`src/rtl/contador_pkg.sv`:
```
// Shared constants for the contador counter family: mode codes, lower-stage width
// and snapshot FSM state encoding.
package contador_pkg;

    localparam int LOW_W = 4;

    localparam logic [1:0] MODE_UP3  = 2'b00;
    localparam logic [1:0] MODE_DN1  = 2'b01;
    localparam logic [1:0] MODE_UP1  = 2'b10;
    localparam logic [1:0] MODE_LOAD = 2'b11;

    typedef enum logic [0:0] {
        ST_IDLE = 1'b0,
        ST_HOLD = 1'b1
    } snap_state_e;

    // Wrap/limit point of the upper count: zero when counting down, all-ones otherwise.
    function automatic logic upper_at_limit(input logic [1:0] mode,
                                            input logic       at_zero,
                                            input logic       at_ones);
        logic lim;
        if (mode == MODE_DN1) begin
            lim = at_zero;
        end else begin
            lim = at_ones;
        end
        return lim;
    endfunction

endpackage

```
`src/rtl/contador_snap_hs.sv`:
```
// Snapshot capture with valid/ready handshake; counting upstream never waits on it.
module contador_snap_hs
    import contador_pkg::*;
#(
    parameter int W = 12
) (
    input  logic         clk,
    input  logic         reset,
    input  logic         snap_req,
    input  logic         snap_ready,
    input  logic [W-1:0] cap_data,
    output logic         snap_valid,
    output logic [W-1:0] snap_data,
    output logic         snap_ovr
);

    snap_state_e  state_q, state_d;
    logic         valid_q, valid_d;
    logic [W-1:0] data_q,  data_d;
    logic         ovr_q,   ovr_d;

    // Next-state and capture logic; a request seen while holding marks an overrun.
    always_comb begin
        state_d = state_q;
        valid_d = valid_q;
        data_d  = data_q;
        ovr_d   = ovr_q;
        case (state_q)
            ST_IDLE: begin
                if (snap_req) begin
                    data_d  = cap_data;
                    valid_d = 1'b1;
                    state_d = ST_HOLD;
                end else begin
                    valid_d = 1'b0;
                    state_d = ST_IDLE;
                end
            end
            ST_HOLD: begin
                if (snap_req) begin
                    ovr_d = 1'b1;
                end else begin
                    ovr_d = ovr_q;
                end
                if (snap_ready) begin
                    valid_d = 1'b0;
                    state_d = ST_IDLE;
                end else begin
                    valid_d = 1'b1;
                    state_d = ST_HOLD;
                end
            end
            default: begin
                valid_d = 1'b0;
                state_d = ST_IDLE;
            end
        endcase
    end

    // State and snapshot registers with synchronous reset.
    always_ff @(posedge clk) begin
        if (reset) begin
            state_q <= ST_IDLE;
            valid_q <= 1'b0;
            data_q  <= {W{1'b0}};
            ovr_q   <= 1'b0;
        end else begin
            state_q <= state_d;
            valid_q <= valid_d;
            data_q  <= data_d;
            ovr_q   <= ovr_d;
        end
    end

    assign snap_valid = valid_q;
    assign snap_data  = data_q;
    assign snap_ovr   = ovr_q;

endmodule

```
`src/rtl/contador_cascade_hi.sv`:
```
// Upper cascade stage for the 4-bit contadorA counter, extending it to HI_W+4 bits.
// Optional build macro CASCADE_SATURATE_EN: upper count holds at its limit instead of wrapping.
module contador_cascade_hi
    import contador_pkg::*;
#(
    parameter int HI_W = 8
) (
    input  logic                  clk,
    input  logic                  reset,
    input  logic                  enable,
    input  logic [1:0]            mode,
    input  logic [HI_W-1:0]       D_hi,
    input  logic [LOW_W-1:0]      low_Q,
    input  logic                  low_rco,
    input  logic                  low_load,
    output logic [HI_W+LOW_W-1:0] Q_full,
    output logic                  rco,
    output logic                  load,
    input  logic                  snap_req,
    output logic                  snap_valid,
    output logic [HI_W+LOW_W-1:0] snap_data,
    input  logic                  snap_ready,
    output logic                  snap_ovr
);

    localparam int            FULL_W = HI_W + LOW_W;
    localparam logic [HI_W-1:0] ONE_HI = {{(HI_W-1){1'b0}}, 1'b1};

    logic [HI_W-1:0]   upper_q, upper_d;
    logic [FULL_W-1:0] q_full_q, q_full_d;
    logic              rco_q, rco_d;
    logic              load_q, load_d;
    logic              limit_s;

    // Upper-count next state; it only steps when the lower stage reports a wrap.
    always_comb begin
        limit_s = upper_at_limit(mode, ~|upper_q, &upper_q);
        upper_d = upper_q;
        if (!enable) begin
            upper_d = upper_q;
        end else if (mode == MODE_LOAD) begin
            upper_d = D_hi;
        end else if (low_rco) begin
`ifdef CASCADE_SATURATE_EN
            if (limit_s) begin
                upper_d = upper_q;
            end else if (mode == MODE_DN1) begin
                upper_d = upper_q - ONE_HI;
            end else begin
                upper_d = upper_q + ONE_HI;
            end
`else
            if (mode == MODE_DN1) begin
                upper_d = upper_q - ONE_HI;
            end else begin
                upper_d = upper_q + ONE_HI;
            end
`endif
        end else begin
            upper_d = upper_q;
        end
        rco_d    = enable & low_rco & (mode != MODE_LOAD) & limit_s;
        load_d   = enable & (mode == MODE_LOAD) & low_load;
        q_full_d = {upper_d, low_Q};
    end

    // Counter and output registers; Q_full re-registers low_Q so both halves align.
    always_ff @(posedge clk) begin
        if (reset) begin
            upper_q  <= {HI_W{1'b0}};
            q_full_q <= {FULL_W{1'b0}};
            rco_q    <= 1'b0;
            load_q   <= 1'b0;
        end else begin
            upper_q  <= upper_d;
            q_full_q <= q_full_d;
            rco_q    <= rco_d;
            load_q   <= load_d;
        end
    end

    assign Q_full = q_full_q;
    assign rco    = rco_q;
    assign load   = load_q;

    contador_snap_hs #(
        .W (FULL_W)
    ) u_snap (
        .clk        (clk),
        .reset      (reset),
        .snap_req   (snap_req),
        .snap_ready (snap_ready),
        .cap_data   (q_full_d),
        .snap_valid (snap_valid),
        .snap_data  (snap_data),
        .snap_ovr   (snap_ovr)
    );

endmodule
```
`config.mk`:
```
export PLATFORM = sky130hd
export DESIGN_NAME = contador_cascade_hi
export DESIGN_NICKNAME = d
export VERILOG_FILES = /design/src/rtl/contador_pkg.sv /design/src/rtl/contador_snap_hs.sv /design/src/rtl/contador_cascade_hi.sv
export SDC_FILE = /design/constraint.sdc
export NUM_CORES = 1
export LEC_CHECK = 0
export ABC_AREA = 0
export CAP_MARGIN = 20
export CORE_ASPECT_RATIO = 1.75
export CORE_UTILIZATION = 45
export DETAILED_ROUTE_END_ITERATION = 7
export GPL_TIMING_DRIVEN = 0
export PLACE_DENSITY_LB_ADDON = 0.2
export SLEW_MARGIN = 15
export SYNTH_ARGS = -nofsm -noshare
export SYNTH_HDL_FRONTEND = slang
export SYNTH_SLANG_ARGS = --single-unit
```
`constraint.sdc`:
```
create_clock -name clk -period 3.75 [get_ports clk]
set_clock_uncertainty 0.1 [all_clocks]
set_input_delay 0.75 -clock clk [delete_from_list [all_inputs] [get_ports clk]]
set_output_delay 0.75 -clock clk [all_outputs]
set_load 0.1 [all_outputs]
```
==> results.toml, run 1 <==
# generated from flow reports
[drt]
via_count = 1471
ant_nets = 0
drtIter0Drc = 25
dr.pass1.iters = 4
post_drt_wl_per_cell_um = 14.9
drc = 0

[critical_path]
crit_start = "mode[1]"
critical_path.endpoint = "u_snap.snap_data[8]"
path_buffers = 2
rrSetupSlack_ns = 1.58
max_stage_delay_ns = 0.50
cp_top_family = "buffers and inverters"
critical_path_cell_count = 10
cp_cell_sequence = "clkdlybuf4s50_1 > nand2b_1 > buf_2 > xnor2_1 > ha_1 > nand3_1 > mux2i_1 > o2bb2ai_1 > a221oi_1 > a21oi_1"
r2r-start = "upper_q[1]"
required_ns = 3.79
crit_path_end_kind = "register"
rr_worst_depth = 8

[status]
status = "finished, final reports clean"

[global_route]
track_usage_pct = 24.8
grt_pass1_vias = 1512
grt_overflow = 0

[synthesis]
synth-seq-cells = 28
yosys-stat-area_sq_um = 1470
ys_cells = 178
edf_count = 0
synth_cells = 178
postSynthAreaPerCell_sq_um = 8.23
netlist_area_sq_um = 1470
ys_warn_count = 0
ys_seq_share_pct = 38.3

[layout]
num-nets-final = 252
fillers = 274
stdcell_area_sq_um = 2060
area_growth_pct = 40.6
lay_top_cells = "clkdlybuf4s50_1 (47), dfxtp_1 (28), nand2_1 (19)"
layout-drive-gt1-share_pct = 9.61

[sta]
slew_headroom_pct = 33.5
setup_viol = 0
period_used_pct = 78.5
fin_setup_tns_ns = 0
drv_slew = 0
hold_viol_final = 0
fmax_ghz = 0.340
rsz0062_at_grt = "false"
tightestPinTransition_ns = 0.995

[die]
die_y_um = 77.5
fp.dieArea_sq_um = 3500
ios = 49
fp_util_pct = 47.1
rows = 27

[run]
warning_count = 26

[clocking]
post-cts-setup-buffers = 0
clock-root-buffer = "clkbuf_8"
clkLatencyLatePin_ns = 0.27
ctsResizeCount = 0
cts.clk_slew.worst_paths_ns = 0.09
cts_hold_buf = 0
clockBufferDepth = 2

[placement]
port_buffers = 47
placed_area_sq_um = 1990
## run 1: cell usage after synthesis, types with 4 or more instances
cell type   n  area, sq um
a21oi_1    18         90.1
a31oi_1     6         37.5
and2_1      4         25.0
clkbuf_1    6         22.5
dfxtp_1    28          561
inv_1      10         37.5
nand2_1    19         71.3
nand3_1     5         25.0
nor2_1     11         41.3
nor2b_1     5         31.3
o21ai_0     7         35.0
o22ai_1     4         25.0
## run 1: how the worst min path moves through the flow
stage / from / endpoint / cells past startpoint
3_5_place_dp: u_snap.snap_data[2] / u_snap.snap_data[2] / 2
6_report: u_snap.snap_data[1] / u_snap.snap_data[1] / 2
3_3_place_gp: u_snap.snap_data[2] / u_snap.snap_data[2] / 2
2_1_floorplan: low_Q[0] / Q_full[0] / 1
5_1_grt: u_snap.snap_data[0] / u_snap.snap_data[0] / 2
4_1_cts: u_snap.snap_data[1] / u_snap.snap_data[1] / 2
## run 1: flip-flops by register name (all words and copies together), names as in the netlist
register	flops
upper_q	8
u_snap.snap_ovr	1
load	1
u_snap.state_q	1
rco	1
Q_full	4
u_snap.snap_data	12
## run 1: power by group
part | internal [mW] | leakage, nW | switching, mW
registers | 0.316 | 0.230 | 0.0163
logic | 0.0920 | 0.517 | 0.213
clock network | 0.143 | 0.0357 | 0.0881
total | 0.551 | 0.783 | 0.317
## run 1: final cells by class
type	count	area [sq um]	area share, %
buffer	13	68.8	3.34
clock buffer	3	41.3	2.00
clock inverter	1	30.0	1.46
inverter	10	37.5	1.82
multi-input combinational	127	798	38.7
sequential	28	561	27.2
tap	43	53.8	2.61
timing repair buffer	47	470	22.8
## run 1: stage by stage
step,utilization (%),setup slack [ns],hold WS (ns),instances,power [mW]
after floorplan,-,1.08,0.778,178,0.561
after global placement,64.0,0.598,0.343,268,0.639
after detailed placement,64.0,0.553,0.349,268,0.644
after CTS,66.3,0.818,0.362,272,0.872
after global routing,66.3,0.676,0.387,272,0.901
final,66.3,0.807,0.359,272,0.868
## run 1: routing by layer
layer | wire (um) | part of all wire, % | GRT usage, % | vias up
met1 | 1470 | 36 | 25.1 | 688
li1 | - | - | - | 736
met3 | 188 | 4.6 | 2.56 | 2
met4 | 20 | 0.49 | 6.06 | 0
met5 | 0 | 0 | 0 | -
met2 | 2370 | 59 | 49.4 | 45
## run 1: kinds of logic (layout without fill, tap and decap cells)
family / count (synthesis) / count (layout) / share of synthesized area (%)
simple gates: 68 / 68 / 27.0
compound gates: 54 / 54 / 24.0
flops: 28 / 28 / 38.3
buf+inv: 23 / 74 / 7.26
mux: 3 / 3 / 2.05
fa+ha+maj: 1 / 1 / 0.854
xor+xnor: 1 / 1 / 0.598
## run 1: worst register-to-register path: cells and delay by family, from the launching register on
kind	cells	cell delay, ns
xor gates and xnor gates	1	0.15
DFF	1	0.34
adders and majority gates	1	0.34
AOI/OAI and AO/OA	3	0.60
and+or+nand+nor	1	0.14
muxes	1	0.16
buffers and inverters	1	0.22
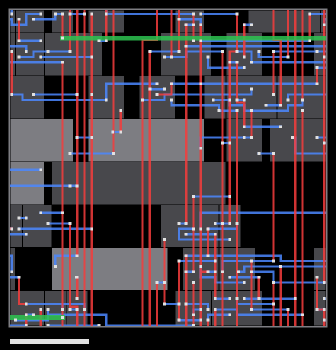
Run 1: layout detail
Scale bar: 5 um. Window x 13 to 33, y 44 to 64 um. Cells in gray, sequential cells in the stronger gray; small squares are vias.
| layer | color |
|---|---|
| metal 3 | green |
| metal 1 | blue |
| metal 2 | red |
cells with their middle in the window: 30
sequential cells in the window: 3
netlist names of flops here include: upper_q (2), u_snap.snap_data (1)

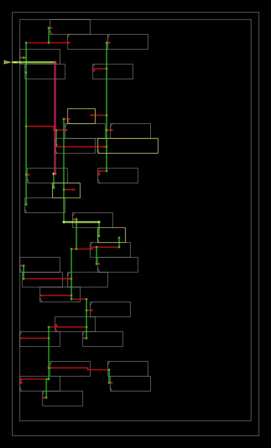
Run 1: clock routing
Num CTS Buffers: 3
Layout clock buffers: 3
Clock Sink Count: 28
clk pwr: 0.231 mW

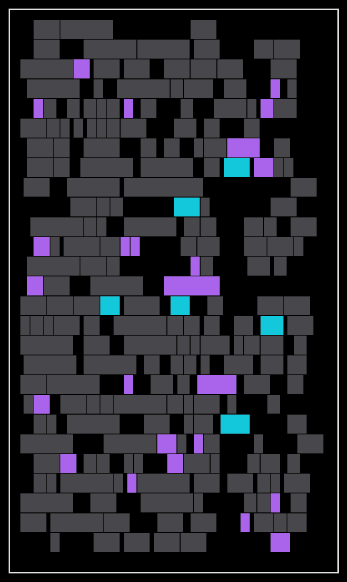
Run 1: gate families picked out
| family | color | cells |
|---|---|---|
| NOR gates | purple | 24 |
| AND-OR and OR-AND gates | cyan | 6 |

Run 1, pin map:
Scale bar: 10 um. Pins as bars across the die edge, other pins in gray.
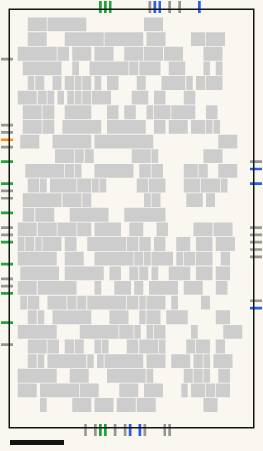

==> run 1 -> run 2 <==
Clock period 3.75 ns to 2.8 ns, I/O delays scaled along.
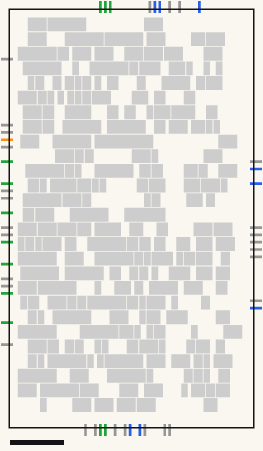
Run 2: pin map
Scale bar: 10 um. Pins as bars across the die edge, other pins in gray.
| port | color | pins | direction | edge |
|---|---|---|---|---|
| snap_data | green | 12 | output | 7 left, 3 top, 2 bottom |
| D_hi | blue | 8 | input | 3 top, 3 right, 2 bottom |
| snap_req | orange | 1 | input | left |
die x size: 45.1 um
# port buffers: 47
chip height: 77.5 um

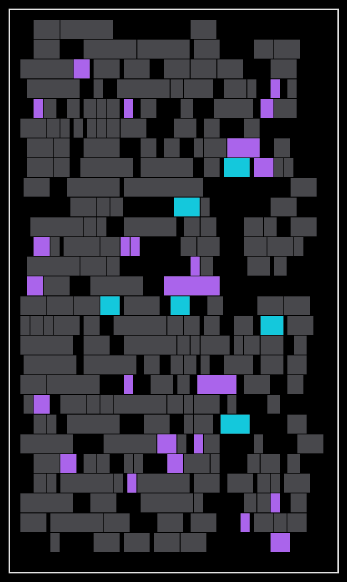
Run 2: gate families picked out
| family | color | cells |
|---|---|---|
| AND-OR and OR-AND gates | cyan | 6 |
| NOR gates | purple | 24 |

==> run 2 against run 1 <==
Against the previous run:
- non-clock buffer count is the same
- combinational power increased by 34%
- hold slack about the same
- clock power grew 34%
- die area stayed put
- highest routed layer unchanged
==> results.toml, run 2 <==
# generated from flow reports
[synthesis]
netlist_area_sq_um = 1470
yosys-stat-area_sq_um = 1470
ys_top_cells_by_count = "dfxtp_1 (28), nand2_1 (19), a21oi_1 (18)"
postSynthAreaPerCell_sq_um = 8.23
top_area_cell = "dfxtp_1"
topCellsByArea = "dfxtp_1 (38%), a21oi_1 (6.1%), nand2_1 (4.9%)"
ys_cells = 178
synth_cells = 178
yosys.area.top_type_share_pct = 38.3
yosysMostFrequentCell = "dfxtp_1"
synth-seq-cells = 28
edf_count = 0
ys_seq_share_pct = 38.3

[layout]
layout-drive-gt1-share_pct = 10.0
largest_reg_flops = 12
lay_top_cells = "clkdlybuf4s50_1 (47), dfxtp_1 (28), nand2_1 (19)"
num-nets-final = 252
stdcell_area_sq_um = 2060
area_growth_pct = 40.8

[global_route]
grt_pass1_wl_um = 6610
track_usage_pct = 24.8
grt_overflow = 0
grt_pass1_vias = 1512

[sta]
fmax_ghz = 0.373
slew_headroom_pct = 33.5
rsz0062_at_grt = "false"
setup_viol = 0
fin_setup_tns_ns = 0
tightestPinTransition_ns = 0.995
drv_slew = 0
period_used_pct = 95.8
worst_slack_ns = 0.118
hold_viol_final = 0

[drt]
via_count = 1479
post_drt_wl_per_cell_um = 15.0
drtIter0Drc = 29
ant_nets = 0
drc = 0
dr.pass1.iters = 4

[critical_path]
max_stage_delay_ns = 1.21
cp_top_family = "buffers and inverters"
crit_path_end_kind = "output pin"
path_buffers = 1
path_max_fanout = 9
cp_cell_sequence = "clkdlybuf4s50_1"
cp-start-kind = "register"

[die]
fp_util_pct = 47.1
coreArea_sq_um = 3110
ios = 49
fp.dieArea_sq_um = 3500
rows = 27

[clocking]
cts_buffers = 3
cts.clk_slew.worst_paths_ns = 0.09
clkLatencyLatePin_ns = 0.27
post-cts-setup-buffers = 0
clock-sinks = 28
cts_hold_buf = 0
clockBufferDepth = 2

[power]
p_leak_nw = 0.781
p_total_mw = 1.17

[placement]
dp_worst_setup_slack_ns = -0.207
placed_area_sq_um = 1990

[run]
cap_violations = 0
warning_count = 26

[status]
status = "finished, final reports clean"
-- run 2: final timing paths --
kind / startpoint / endpoint / slack (ns) / depth (start not counted)
setup / recovery: upper_q[4] / Q_full[8] / 0.12 / 1
hold / removal: u_snap.snap_data[1] / u_snap.snap_data[1] / 0.36 / 2
setup reg to reg: upper_q[1] / u_snap.snap_data[8] / 0.71 / 8
hold reg to reg: u_snap.snap_data[1] / u_snap.snap_data[1] / 0.36 / 2
-- run 2: logic make-up after synthesis --
| logic type | count (synthesis) | synth area share [%] |
|---|---|---|
| compound gates | 54 | 24.0 |
| xor+xnor | 1 | 0.598 |
| fa+ha+maj | 1 | 0.854 |
| buf+inv | 23 | 7.26 |
| flops | 28 | 38.3 |
| mux | 3 | 2.05 |
| simple gates | 68 | 27.0 |
-- run 2: stage by stage --
stage / instances / hold WS, ns / util (%)
2_1_floorplan: 178 / 0.588 / -
3_3_place_gp: 268 / 0.343 / 64.0
3_5_place_dp: 268 / 0.349 / 64.0
4_1_cts: 272 / 0.362 / 66.3
5_1_grt: 272 / 0.387 / 66.4
6_report: 272 / 0.359 / 66.4
-- run 2: routing by layer --
metal	global-route usage (%)	vias up	share of wire, %
li1	-	736	-
met1	25.1	697	37
met2	49.4	44	59
met3	2.56	2	4.1
met4	6.06	0	0.49
met5	0	-	0
-- run 2: area by class of cell --
| type | count | area [sq um] |
|---|---|---|
| fill | 272 | 1040 |
| multi-input combinational | 127 | 801 |
| sequential | 28 | 561 |
| timing repair buffer | 47 | 470 |
| buffer | 13 | 68.8 |
| tap | 43 | 53.8 |
| clock buffer | 3 | 41.3 |
| inverter | 10 | 37.5 |
| clock inverter | 1 | 30.0 |
-- run 2: where the power goes --
part	switching [mW]	internal (mW)
registers	0.0220	0.424
clock network	0.119	0.191
logic	0.286	0.124
-- run 2: what timing repair did --
item / in CTS / in global routing
endpoints found under the setup margin: 0 / 2
resized: 0 / 1
endpoints found under the hold margin: 0 / 0
Power and IR drop assume default switching activity.
